File: src/rtl/pipeline_ctrl.sv
`default_nettype none
// ============================================================================
// Module      : pipeline_ctrl
// Description : IF/ID/EX sequencing and hazard controller with stall/flush
//               performance counters.
// Revision    : 1.0 - initial release
// ============================================================================
module pipeline_ctrl #(
    parameter int REG_ADDR_W     = 5,
    parameter int XLEN           = 32,
    parameter int BRANCH_PENALTY = 2,
    parameter int CNT_W          = 32
) (
    input  logic                  clk,
    input  logic                  rst,
    input  logic                  start_i,
    input  logic [REG_ADDR_W-1:0] id_rs1_i,
    input  logic [REG_ADDR_W-1:0] id_rs2_i,
    input  logic                  id_rs1_used_i,
    input  logic                  id_rs2_used_i,
    input  logic [REG_ADDR_W-1:0] ex_rd_i,
    input  logic                  ex_mem_read_i,
    input  logic                  ex_branch_taken_i,
    input  logic [XLEN-1:0]       ex_branch_target_i,
    input  logic                  mem_req_i,
    input  logic                  mem_ready_i,
    output logic                  pc_incr_en_o,
    output logic                  pc_redirect_o,
    output logic [XLEN-1:0]       pc_target_o,
    output logic                  id_stall_o,
    output logic                  id_flush_o,
    output logic                  ex_stall_o,
    output logic                  ex_bubble_o,
    output logic [CNT_W-1:0]      stall_cnt_o,
    output logic [CNT_W-1:0]      flush_cnt_o,
    output logic [1:0]            state_o
);

    typedef enum logic [1:0] {
        ST_IDLE     = 2'd0,
        ST_RUN      = 2'd1,
        ST_MEM_WAIT = 2'd2,
        ST_FLUSH    = 2'd3
    } state_t;

    localparam logic [3:0] c_PEN_INIT = 4'(BRANCH_PENALTY - 1);

    state_t           r_state;
    logic [3:0]       r_pen;
    logic [CNT_W-1:0] r_stall_cnt;
    logic [CNT_W-1:0] r_flush_cnt;

    state_t     w_next;
    logic [3:0] w_pen_next;
    logic       w_load_use;
    logic       w_mem_wait;
    logic       w_hold;
    logic       w_incr;
    logic       w_redirect;
    logic       w_id_stall;
    logic       w_id_flush;
    logic       w_ex_stall;
    logic       w_ex_bubble;

    assign w_load_use = ex_mem_read_i && (ex_rd_i != '0) &&
                        ((id_rs1_used_i && (id_rs1_i == ex_rd_i)) ||
                         (id_rs2_used_i && (id_rs2_i == ex_rd_i)));
    assign w_mem_wait = mem_req_i && !mem_ready_i;

    // MEM_WAIT only releases on ready; then the cycle is judged like RUN.
    assign w_hold = (r_state == ST_RUN) ? w_mem_wait : !mem_ready_i;

    always_comb begin
        w_next      = r_state;
        w_pen_next  = r_pen;
        w_incr      = 1'b0;
        w_redirect  = 1'b0;
        w_id_stall  = 1'b0;
        w_id_flush  = 1'b0;
        w_ex_stall  = 1'b0;
        w_ex_bubble = 1'b0;
        case (r_state)
            ST_IDLE: begin
                if (start_i) w_next = ST_RUN;
            end
            ST_RUN, ST_MEM_WAIT: begin
                if (w_hold) begin
                    w_id_stall = 1'b1;
                    w_ex_stall = 1'b1;
                    w_next     = ST_MEM_WAIT;
                end else if (ex_branch_taken_i) begin
                    w_redirect  = 1'b1;
                    w_id_flush  = 1'b1;
                    w_ex_bubble = 1'b1;
                    if (BRANCH_PENALTY > 1) begin
                        w_next     = ST_FLUSH;
                        w_pen_next = c_PEN_INIT;
                    end else begin
                        w_next = ST_RUN;
                    end
                end else if (w_load_use) begin
                    w_id_stall  = 1'b1;
                    w_ex_bubble = 1'b1;
                    w_next      = ST_RUN;
                end else begin
                    w_incr = 1'b1;
                    w_next = ST_RUN;
                end
            end
            ST_FLUSH: begin
                w_incr      = 1'b1;
                w_id_flush  = 1'b1;
                w_ex_bubble = 1'b1;
                w_pen_next  = r_pen - 4'd1;
                if (r_pen <= 4'd1) w_next = ST_RUN;
            end
            default: w_next = ST_IDLE;
        endcase
    end

    always_ff @(posedge clk or posedge rst) begin
        if (rst) begin
            r_state     <= ST_IDLE;
            r_pen       <= 4'd0;
            r_stall_cnt <= '0;
            r_flush_cnt <= '0;
        end else begin
            r_state <= w_next;
            r_pen   <= w_pen_next;
            if ((r_state != ST_IDLE) && !w_incr && (r_stall_cnt != '1))
                r_stall_cnt <= r_stall_cnt + 1'b1;
            if (w_redirect && (r_flush_cnt != '1))
                r_flush_cnt <= r_flush_cnt + 1'b1;
        end
    end

    // Gate with rst so controls are quiet for the whole reset pulse.
    assign pc_incr_en_o  = w_incr      && !rst;
    assign pc_redirect_o = w_redirect  && !rst;
    assign id_stall_o    = w_id_stall  && !rst;
    assign id_flush_o    = w_id_flush  && !rst;
    assign ex_stall_o    = w_ex_stall  && !rst;
    assign ex_bubble_o   = w_ex_bubble && !rst;
    assign pc_target_o   = pc_redirect_o ? ex_branch_target_i : '0;
    assign stall_cnt_o   = r_stall_cnt;
    assign flush_cnt_o   = r_flush_cnt;
    assign state_o       = r_state;

endmodule
`default_nettype wire

File: config.mk
export PLATFORM = sky130hd
export DESIGN_NAME = pipeline_ctrl
export DESIGN_NICKNAME = d
export VERILOG_FILES = /design/src/rtl/pipeline_ctrl.sv
export SDC_FILE = /design/constraint.sdc
export NUM_CORES = 1
export LEC_CHECK = 0
export ABC_AREA = 1
export ABC_CLOCK_PERIOD_IN_PS = 2750
export CAP_MARGIN = 10
export CORE_ASPECT_RATIO = 1.1
export CORE_MARGIN = 4
export CORE_UTILIZATION = 27
export DETAILED_ROUTE_END_ITERATION = 10
export GPL_ROUTABILITY_DRIVEN = 0
export SYNTH_ARGS = -nofsm -noshare
export SYNTH_HDL_FRONTEND = slang
export SYNTH_SLANG_ARGS = --single-unit
File: constraint.sdc
create_clock -name clk -period 2.75 [get_ports clk]
set_input_delay 0.55 -clock clk [delete_from_list [all_inputs] [get_ports clk]]
set_output_delay 0.55 -clock clk [all_outputs]
set_load 0.01 [all_outputs]
Run 1, placed standard cells:
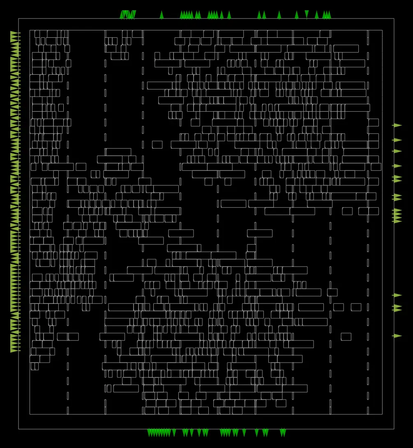
Finished Core Util: 0.3921
core area: 18350 µm²
Non-Filler Instances: 1166
sequential share of cell area: 0.2435

Run 1, metal 3:
Scale bar: 50 µm.
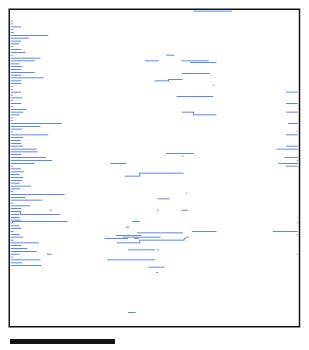
nets with wire on the layer: 124
longest straight run: 26.2 µm
wire length on this layer: 1010 µm
main direction: horizontal
share of all routed wire: 6.7%

Run 1, layout detail:
Region (49, 25) to (89, 65) µm. Cells in grey, sequential cells in the stronger grey; small squares are vias.
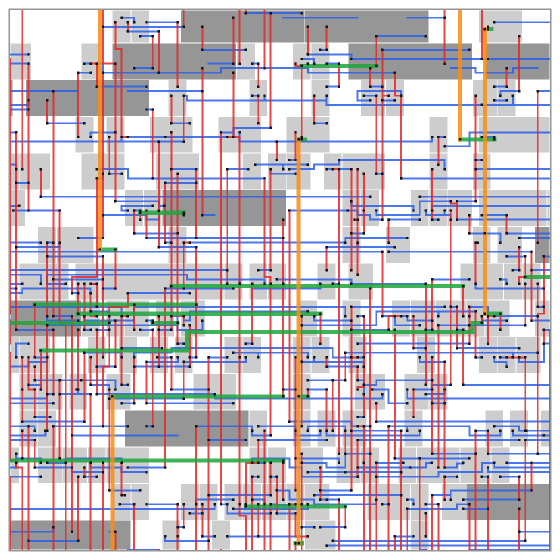
legend:
  red:
    layer: M2
  orange:
    layer: M4
  green:
    layer: M3
  blue:
    layer: M1
most frequent: nand2_1 (56), nor2_1 (18), nor3_1 (17)
netlist names of flops here include: `flush_cnt_o` (11)
cells with their middle in the window: 142
sequential cells in the window: 11

Run 1, signal wires by layer:
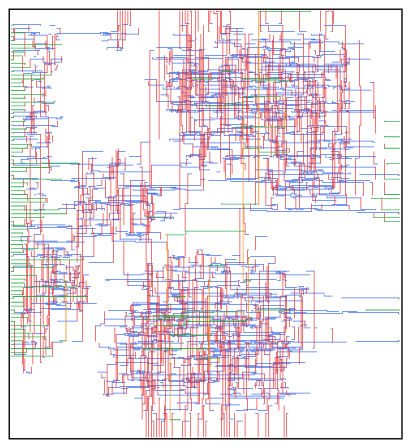
legend:
  green:
    layer: M3
    wire_length: 1010 µm
  blue:
    layer: M1
    wire_length: 6710 µm
  red:
    layer: M2
    wire_length: 7190 µm
  orange:
    layer: M4
    wire_length: 265 µm

==> impl_metrics.yaml, run 1 <==
# implementation run metrics
yosys:
  synth-cells-yosys: 747
  ys_top_logic_family: "simple AND/OR/NAND/NOR gates"
  yosys-top-cells-count: "nand2_1 (250), inv_1 (93), nor2_1 (93)"
  top_cells_by_area: "dfrtp_1 (35%), nand2_1 (19%), xor2_1 (7.1%)"
  synth.most_common_cell: "nand2_1"
  aoi_share: 0.03406
layout:
  inverters_excl_clock: 99
sta:
  fmax_mhz: 391.9
  drv_slew: 0
  holdWs_ns: 0.5074
  setup-tns-final_ns: 0
  hold_viol: 0
cts:
  tritoncts: "yes"
  post_cts_resized: 40
  post_cts_buffers: 0
setup_path:
  path_depth: 12
  r2r-end: "flush_cnt_o[2]"
  cpMostUsedCell: "nand2_1"
place:
  placed_area_um2: 6983
outcome:
  status: "complete, no violations"
worst_hold_path:
  holdPathEnd: "flush_cnt_o[14]"
  hold_start: "flush_cnt_o[14]"
detailed_routing:
  drc: 0
  drt-total-wl_um: 15180
global_route:
  grt_pass1_vias: 5229
  grt_pass1_wl_um: 25230
power_and_ir_drop:
  pwr-share-seq: 0.303
floorplanning:
  pin_count: 160
==> run 2: changes to the inputs <==
--- a/config.mk
+++ b/config.mk
@@ -13,6 +13,7 @@
 export CORE_UTILIZATION = 27
 export DETAILED_ROUTE_END_ITERATION = 10
 export GPL_ROUTABILITY_DRIVEN = 0
+export REMOVE_ABC_BUFFERS = 1
 export SYNTH_ARGS = -nofsm -noshare
 export SYNTH_HDL_FRONTEND = slang
 export SYNTH_SLANG_ARGS = --single-unit
Run 2, placed standard cells:
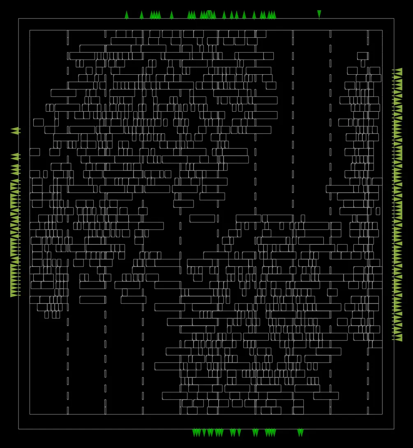
# rows: 52
Tap Cells: 243

Run 2, metal 3:
Scale bar: 50 µm.
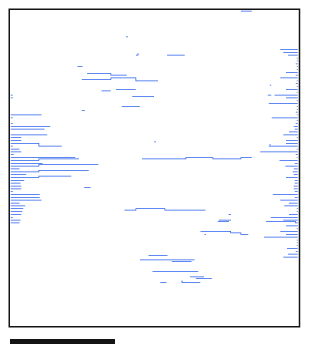
final wirelength: 15760 µm
GR Layer Usage met3: 0.04200
Vias: 5348

==> impl_metrics.yaml, run 2 <==
# implementation run metrics
outcome:
  status: "complete, no violations"
yosys:
  ff_type: "dfrtp_1"
  top_cells_by_area: "dfrtp_1 (35%), nand2_1 (19%), xor2_1 (7.1%)"
  synth_warnings: 0
  aoi_share: 0.03406
  synth.most_common_cell: "nand2_1"
  synth-cells-yosys: 747
  yosys-top-cells-count: "nand2_1 (250), inv_1 (93), nor2_1 (93)"
sta:
  drv_slew: 0
  fmax_mhz: 377.9
  hold_viol: 0
  holdWs_ns: 0.5146
  max_slew_margin: 0.3949
floorplanning:
  pin_count: 160
  dieWidth_um: 138.2
  coreArea_um2: 18350
cts:
  post_cts_buffers: 3
  post_cts_resized: 44
  root_buffer: "clkbuf_16"
place:
  placed_area_um2: 6942
layout:
  area_dominant_class: "multi-input combinational cells"
  postLayoutCoreUtil: 0.3996
  buffer_area_frac: 0.2376
  inverters_excl_clock: 99
  final_cells: 1166
global_route:
  grt-ovfl-total: 0
  grt_pass1_vias: 4891
power_and_ir_drop:
  cellPowerDensity_nw_per_um2: 640.7
  pwr-share-seq: 0.295
  pwr-share-comb: 0.416
  p_comb_uw: 1950
setup_path:
  r2r-end: "stall_cnt_o[21]"
  path_depth: 13
  cpMaxStageDelayCell: "clkdlybuf4s50_1"
  cpMostUsedCell: "inv_1"
  r2r-start: "state_o[0]"
worst_hold_path:
  holdPathEnd: "stall_cnt_o[31]"
  hold_start: "stall_cnt_o[31]"
Power is estimated from default activity; no workload was simulated.
